Run 1, clock distribution:
The bar under the picture is 50 um long.
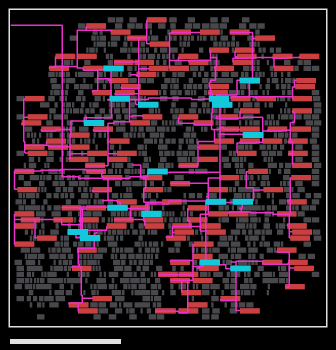
Run 1, sequential cells colored by netlist name:
The bar under the picture is 50 um long. Other sequential cells in the stronger gray, the rest of the logic in the fainter gray.
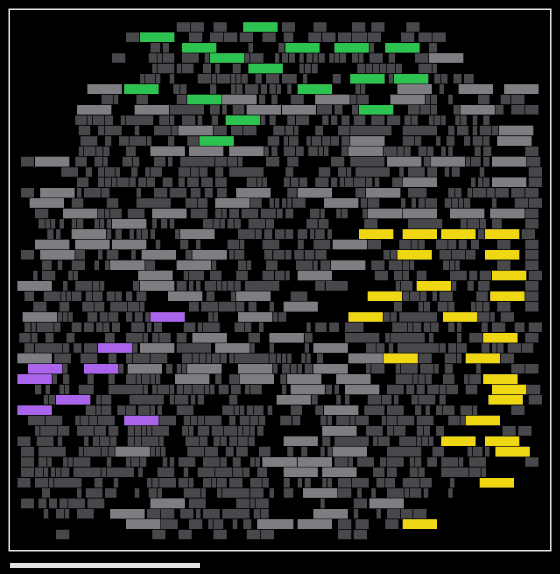
Run 1, the clock network:
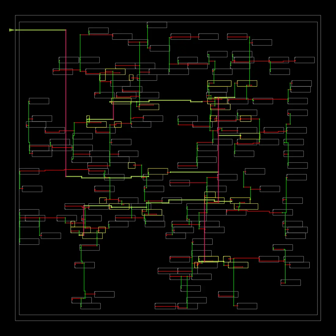
**src/rtl/approx_mult_pkg.sv**
```systemverilog
// Shared definitions for the approximate-multiplier error monitor:
// default widths and the monitor FSM state encoding.
package approx_mult_pkg;

  localparam int W_DEF     = 4;
  localparam int P_W_DEF   = 2 * W_DEF;
  localparam int FRAC_DEF  = 8;
  localparam int CNT_W_DEF = 16;
  localparam int ACC_W_DEF = 24;

  typedef enum logic [1:0] {
    ST_IDLE = 2'd0,
    ST_DIV  = 2'd1,
    ST_ACC  = 2'd2
  } mon_state_e;

endpackage : approx_mult_pkg

```
**src/rtl/approx_err_divider.sv**
```systemverilog
// Sequential restoring divider: one quotient bit per clock, 2W+FRAC steps.
// A start pulse loads numerator/divisor; done_o is high during the cycle whose
// closing edge retires the last quotient bit, so quo_o is final after that edge.
import approx_mult_pkg::*;

module approx_err_divider #(
  parameter int W    = W_DEF,
  parameter int FRAC = FRAC_DEF
) (
  input  logic                  clk,
  input  logic                  rst,
  input  logic                  start_i,
  input  logic [2*W+FRAC-1:0]   num_i,
  input  logic [2*W-1:0]        den_i,
  output logic                  done_o,
  output logic [2*W+FRAC-1:0]   quo_o
);

  localparam int PW = 2 * W;
  localparam int NW = PW + FRAC;
  localparam int CW = $clog2(NW + 1);

  logic [PW-1:0] rem_q;
  logic [PW-1:0] den_q;
  logic [NW-1:0] shf_q;   // remaining numerator bits shift out, quotient bits shift in
  logic [CW-1:0] cnt_q;

  logic [PW:0]   trial_s;
  logic [PW:0]   diff_s;
  logic          ge_s;
  logic [PW-1:0] rem_d;

  // One restoring step: bring down the next numerator bit and try a subtract.
  always_comb begin
    trial_s = {rem_q, shf_q[NW-1]};
    diff_s  = trial_s - {1'b0, den_q};
    ge_s    = (trial_s >= {1'b0, den_q});
    if (ge_s) begin
      rem_d = diff_s[PW-1:0];
    end else begin
      rem_d = trial_s[PW-1:0];
    end
  end

  // Load on start, otherwise step while bits remain.
  always_ff @(posedge clk or posedge rst) begin
    if (rst) begin
      rem_q <= '0;
      den_q <= '0;
      shf_q <= '0;
      cnt_q <= '0;
    end else if (start_i) begin
      rem_q <= '0;
      den_q <= den_i;
      shf_q <= num_i;
      cnt_q <= CW'(NW);
    end else if (cnt_q != CW'(0)) begin
      rem_q <= rem_d;
      shf_q <= {shf_q[NW-2:0], ge_s};
      cnt_q <= cnt_q - CW'(1);
    end else begin
      rem_q <= rem_q;
      den_q <= den_q;
      shf_q <= shf_q;
      cnt_q <= cnt_q;
    end
  end

  assign done_o = (cnt_q == CW'(1));
  assign quo_o  = shf_q;

endmodule : approx_err_divider

```
**src/rtl/approx_err_monitor.sv**
```systemverilog
// Error monitor for the approximate multiplier: accepts (a, b, approx_p) samples,
// recomputes the exact product and accumulates saturating error statistics.
import approx_mult_pkg::*;

module approx_err_monitor #(
  parameter int W     = W_DEF,
  parameter int FRAC  = FRAC_DEF,
  parameter int CNT_W = CNT_W_DEF,
  parameter int ACC_W = ACC_W_DEF
) (
  input  logic               clk,
  input  logic               rst,
  input  logic               stat_clear,
  input  logic               in_valid,
  output logic               in_ready,
  input  logic [W-1:0]       in_a,
  input  logic [W-1:0]       in_b,
  input  logic [2*W-1:0]     in_p,
  output logic [CNT_W-1:0]   sample_cnt,
  output logic [CNT_W-1:0]   nz_cnt,
  output logic [ACC_W-1:0]   abs_err_sum,
  output logic [ACC_W-1:0]   rel_err_sum,
  output logic [2*W-1:0]     max_abs_err,
  output logic               sat
);

  localparam int PW = 2 * W;
  localparam int NW = PW + FRAC;
  // Sum width wide enough for either accumulator operand plus a carry.
  localparam int SW = ((ACC_W > NW) ? ACC_W : NW) + 1;
  localparam logic [SW-1:0] ACC_MAX = (SW'(1) << ACC_W) - SW'(1);

  mon_state_e      state_q;
  logic            ready_q;
  logic [PW-1:0]   exact_q;
  logic [PW-1:0]   err_q;
  logic [CNT_W-1:0] sample_cnt_q, nz_cnt_q;
  logic [ACC_W-1:0] abs_sum_q, rel_sum_q;
  logic [PW-1:0]   max_err_q;
  logic            sat_q;

  logic [PW-1:0]   exact_s;
  logic [PW-1:0]   err_s;
  logic            hs_s;
  logic            div_start_s;
  logic            div_done_s;
  logic [NW-1:0]   quo_s;

  logic [CNT_W:0]  cnt_sum_s, nz_sum_s;
  logic [SW-1:0]   abs_sum_s, rel_sum_s;
  logic            cnt_ovf_s, nz_ovf_s, abs_ovf_s, rel_ovf_s;
  logic [CNT_W-1:0] sample_cnt_d, nz_cnt_d;
  logic [ACC_W-1:0] abs_sum_d, rel_sum_d;
  logic [PW-1:0]   max_err_d;
  logic            sat_d;

  // A clear in the same cycle blocks acceptance.
  assign in_ready    = ready_q & ~stat_clear;
  assign hs_s        = in_valid & in_ready;
  assign div_start_s = hs_s & (exact_s != '0);

  // Exact product and unsigned absolute error of the incoming sample.
  always_comb begin
    exact_s = {{W{1'b0}}, in_a} * {{W{1'b0}}, in_b};
    if (in_p >= exact_s) begin
      err_s = in_p - exact_s;
    end else begin
      err_s = exact_s - in_p;
    end
  end

  approx_err_divider #(
    .W    (W),
    .FRAC (FRAC)
  ) u_div (
    .clk     (clk),
    .rst     (rst),
    .start_i (div_start_s),
    .num_i   ({err_s, {FRAC{1'b0}}}),
    .den_i   (exact_s),
    .done_o  (div_done_s),
    .quo_o   (quo_s)
  );

  // Saturating next values of every statistic for the latched sample.
  always_comb begin
    cnt_sum_s = {1'b0, sample_cnt_q} + {{CNT_W{1'b0}}, 1'b1};
    nz_sum_s  = {1'b0, nz_cnt_q} + {{CNT_W{1'b0}}, 1'b1};
    abs_sum_s = SW'(abs_sum_q) + SW'(err_q);
    rel_sum_s = SW'(rel_sum_q) + SW'(quo_s);
    cnt_ovf_s = cnt_sum_s[CNT_W];
    nz_ovf_s  = nz_sum_s[CNT_W] & (exact_q != '0);
    abs_ovf_s = (abs_sum_s > ACC_MAX);
    rel_ovf_s = (rel_sum_s > ACC_MAX) & (exact_q != '0);

    sample_cnt_d = cnt_ovf_s ? {CNT_W{1'b1}} : cnt_sum_s[CNT_W-1:0];
    abs_sum_d    = abs_ovf_s ? {ACC_W{1'b1}} : abs_sum_s[ACC_W-1:0];
    if (exact_q != '0) begin
      nz_cnt_d  = nz_sum_s[CNT_W] ? {CNT_W{1'b1}} : nz_sum_s[CNT_W-1:0];
      rel_sum_d = rel_ovf_s ? {ACC_W{1'b1}} : rel_sum_s[ACC_W-1:0];
    end else begin
      nz_cnt_d  = nz_cnt_q;
      rel_sum_d = rel_sum_q;
    end
    if (err_q > max_err_q) begin
      max_err_d = err_q;
    end else begin
      max_err_d = max_err_q;
    end
    sat_d = sat_q | cnt_ovf_s | nz_ovf_s | abs_ovf_s | rel_ovf_s;
  end

  // Control FSM with registered ready and statistics; clear overrides everything.
  always_ff @(posedge clk or posedge rst) begin
    if (rst) begin
      state_q      <= ST_IDLE;
      ready_q      <= 1'b1;
      exact_q      <= '0;
      err_q        <= '0;
      sample_cnt_q <= '0;
      nz_cnt_q     <= '0;
      abs_sum_q    <= '0;
      rel_sum_q    <= '0;
      max_err_q    <= '0;
      sat_q        <= 1'b0;
    end else if (stat_clear) begin
      state_q      <= ST_IDLE;
      ready_q      <= 1'b1;
      sample_cnt_q <= '0;
      nz_cnt_q     <= '0;
      abs_sum_q    <= '0;
      rel_sum_q    <= '0;
      max_err_q    <= '0;
      sat_q        <= 1'b0;
    end else begin
      case (state_q)
        ST_IDLE: begin
          if (hs_s) begin
            exact_q <= exact_s;
            err_q   <= err_s;
            ready_q <= 1'b0;
            state_q <= (exact_s == '0) ? ST_ACC : ST_DIV;
          end else begin
            ready_q <= 1'b1;
          end
        end
        ST_DIV: begin
          ready_q <= 1'b0;
          if (div_done_s) begin
            state_q <= ST_ACC;
          end else begin
            state_q <= ST_DIV;
          end
        end
        ST_ACC: begin
          sample_cnt_q <= sample_cnt_d;
          nz_cnt_q     <= nz_cnt_d;
          abs_sum_q    <= abs_sum_d;
          rel_sum_q    <= rel_sum_d;
          max_err_q    <= max_err_d;
          sat_q        <= sat_d;
          ready_q      <= 1'b1;
          state_q      <= ST_IDLE;
        end
        default: begin
          ready_q <= 1'b1;
          state_q <= ST_IDLE;
        end
      endcase
    end
  end

  assign sample_cnt  = sample_cnt_q;
  assign nz_cnt      = nz_cnt_q;
  assign abs_err_sum = abs_sum_q;
  assign rel_err_sum = rel_sum_q;
  assign max_abs_err = max_err_q;
  assign sat         = sat_q;

endmodule : approx_err_monitor
```
**config.mk**
```make
export PLATFORM = sky130hd
export DESIGN_NAME = approx_err_monitor
export DESIGN_NICKNAME = d
export VERILOG_FILES = /design/src/rtl/approx_mult_pkg.sv /design/src/rtl/approx_err_divider.sv /design/src/rtl/approx_err_monitor.sv
export SDC_FILE = /design/constraint.sdc
export NUM_CORES = 1
export LEC_CHECK = 0
export CAP_MARGIN = 20
export CORE_MARGIN = 1.5
export CORE_UTILIZATION = 50
export CTS_CLUSTER_DIAMETER = 150
export DETAILED_ROUTE_END_ITERATION = 16
export GPL_ROUTABILITY_DRIVEN = 0
export HOLD_SLACK_MARGIN = 0.1
export PLACE_DENSITY = 0.72
export SYNTH_ARGS = -nofsm -noshare
export SYNTH_HDL_FRONTEND = slang
export SYNTH_SLANG_ARGS = --single-unit
```
**constraint.sdc**
```tcl
create_clock -name clk -period 11.5 [get_ports clk]
set_input_delay 2.875 -clock clk [delete_from_list [all_inputs] [get_ports clk]]
set_output_delay 2.875 -clock clk [all_outputs]
set_load 0.02 [all_outputs]
```
==> results.json, run 1 <==
{
  "rsz0062_at_grt": "false",
  "dominant-cell-class": "multi-input combinational cells",
  "instances_no_fill": 1456,
  "n_tap_cell": 260,
  "logic_family": "AND-OR/OR-AND gates",
  "syn_nets": 1195,
  "comb_share_pct": 48.3,
  "diodes": 0,
  "power.density_nw_per_um2": 167,
  "place_inst": 1424,
  "worstHoldPathCells": 2,
  "grt_util_met2_pct": 38.3,
  "core-area_um2": 18800,
  "min_period_ns": 7.61,
  "synth_area_leader_cell": "dfrtp_1",
  "dr.first_iter.drc_count": 581,
  "synth_cell_type_count": 79,
  "place_ws_ns": 3.51,
  "final-clk-cell-share_pct": 5.12,
  "cts_resized": 0,
  "hold_slack_ns": 0.486,
  "clkTransAtPathRegs_ns": 0.06,
  "wl_per_cell_um": 16.2,
  "dr.pass1.iters": 5,
  "tool_warnings": 35,
  "fp_util_pct": 51.2,
  "p_int_mw": 1.23,
  "track_usage_pct": 24.1,
  "syn_area_um2": 9640,
  "clkLatencyLatePin_ns": 0.42,
  "wl_met3_um": 983,
  "synth.avg_cell_area_um2": 8.81,
  "io_buffers": 109,
  "status": "completed",
  "utilization_pct": 61.1,
  "grt_overflow": 0,
  "buffers": 116,
  "endpoint": "err_q[5]",
  "switching_power_mw": 0.687,
  "crit_start": "in_b[2]",
  "aoi_share_pct": 21.0,
  "slew_viol_final": 0,
  "pwr-share-comb_pct": 36.0,
  "async_flop_share_pct": 100,
  "fp-row-count": 50,
  "use_met1_pct": 33.6,
  "r2r-end": "rel_err_sum[4]",
  "grt_pass1_wl_um": 39200
}
Back to the opening pictures, 'clock distribution':
Key: clock wires = magenta [length 1920 um]; cells driving clock nets = cyan [count 17]; flip-flops = red [count 145]
Position of the flops: spread over the die. There are 18 routed clock nets.
clock power share: 29.0%
clk_skew: 0.00881 ns

Back to the opening pictures, 'sequential cells colored by netlist name':
Key: nz_cnt = green [sequential cells 16, where top center]; abs_err_sum = yellow [sequential cells 24]; u_div.den_q = purple [sequential cells 8]
Another 97 sequential cells are not colored.

Back to the opening pictures, 'the clock network':
Seq cells: 145
CTS sink cnt: 145
clock buf count: 21
clock group power: 0.555 mW

==> run 2, diff against run 1 <==
==> constraint.sdc (replaced) <==
create_clock -name clk -period 7.54 [get_ports clk]
set_input_delay 1.885 -clock clk [delete_from_list [all_inputs] [get_ports clk]]
set_output_delay 1.885 -clock clk [all_outputs]
set_load 0.02 [all_outputs]
Run 2, cell classes on the final placement:
Fill, decap, tap and diode cells in gray.
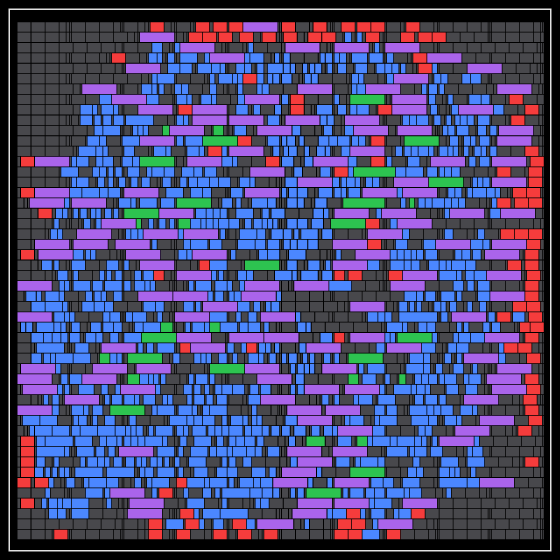
Key: flip-flops = purple [cells 145]; other buffers and delay cells = red [cells 116]; all other logic = blue [cells 903]; clock drivers and dummy loads = green [cells 32]

Run 2, routed metal, one color a layer:
The bar under the picture is 50 um long. Two of the layers only.
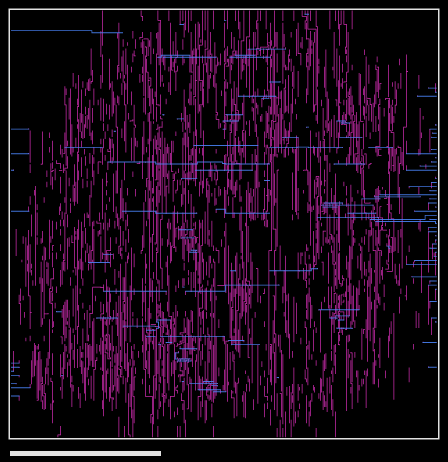
Key: met2 = magenta [wire length 11100 um]; met3 = blue [wire length 887 um]
total track usage: 24.3%
Routed Wire Length: 23700 um
via count: 8444
drt wl/cell: 16.3 um

==> run 2 against run 1 <==
Against the previous run:
- sequential power is 52% higher
- design area hardly changed
- clock skew is 0.0018 ns lower
- core utilization hardly changed
- die size stayed put
- sequential share of layout area hardly changed
- hold slack worse by 0.0019 ns
- global-route usage is 0.23 points higher
- critical path depth stayed put
- first-iteration DRC count is 22% lower
==> results.json, run 2 <==
{
  "utilization_pct": 61.1,
  "hold_slack_ns": 0.484,
  "worstHoldPathCells": 2,
  "status": "completed",
  "clkTransAtPathRegs_ns": 0.06,
  "dominant-cell-class": "multi-input combinational cells",
  "endpoint": "err_q[5]",
  "syn_nets": 1195,
  "final-clk-cell-share_pct": 5.05,
  "clkLatencyLatePin_ns": 0.43,
  "slew_viol_final": 0,
  "cts_sinks": 145,
  "dr.pass1.iters": 6,
  "fin_skew_ns": 0.00700,
  "powerClk_mw": 0.840,
  "cts_resized": 0,
  "clock_power_share_pct": 28.8,
  "buffers": 116,
  "n_tap_cell": 260,
  "clock_buffers": 20,
  "io_buffers": 109,
  "syn_area_um2": 9640,
  "grt_pass1_wl_um": 39400,
  "tool_warnings": 35,
  "r2r-end": "rel_err_sum[4]",
  "ff_count": 145,
  "place_ws_ns": 0.584,
  "diodes": 0,
  "grt_util_met2_pct": 39.7,
  "async_flop_share_pct": 100,
  "synth.avg_cell_area_um2": 8.81,
  "comb_share_pct": 48.3
}
Power figures rest on the tool's default switching activity, not on a simulated workload.
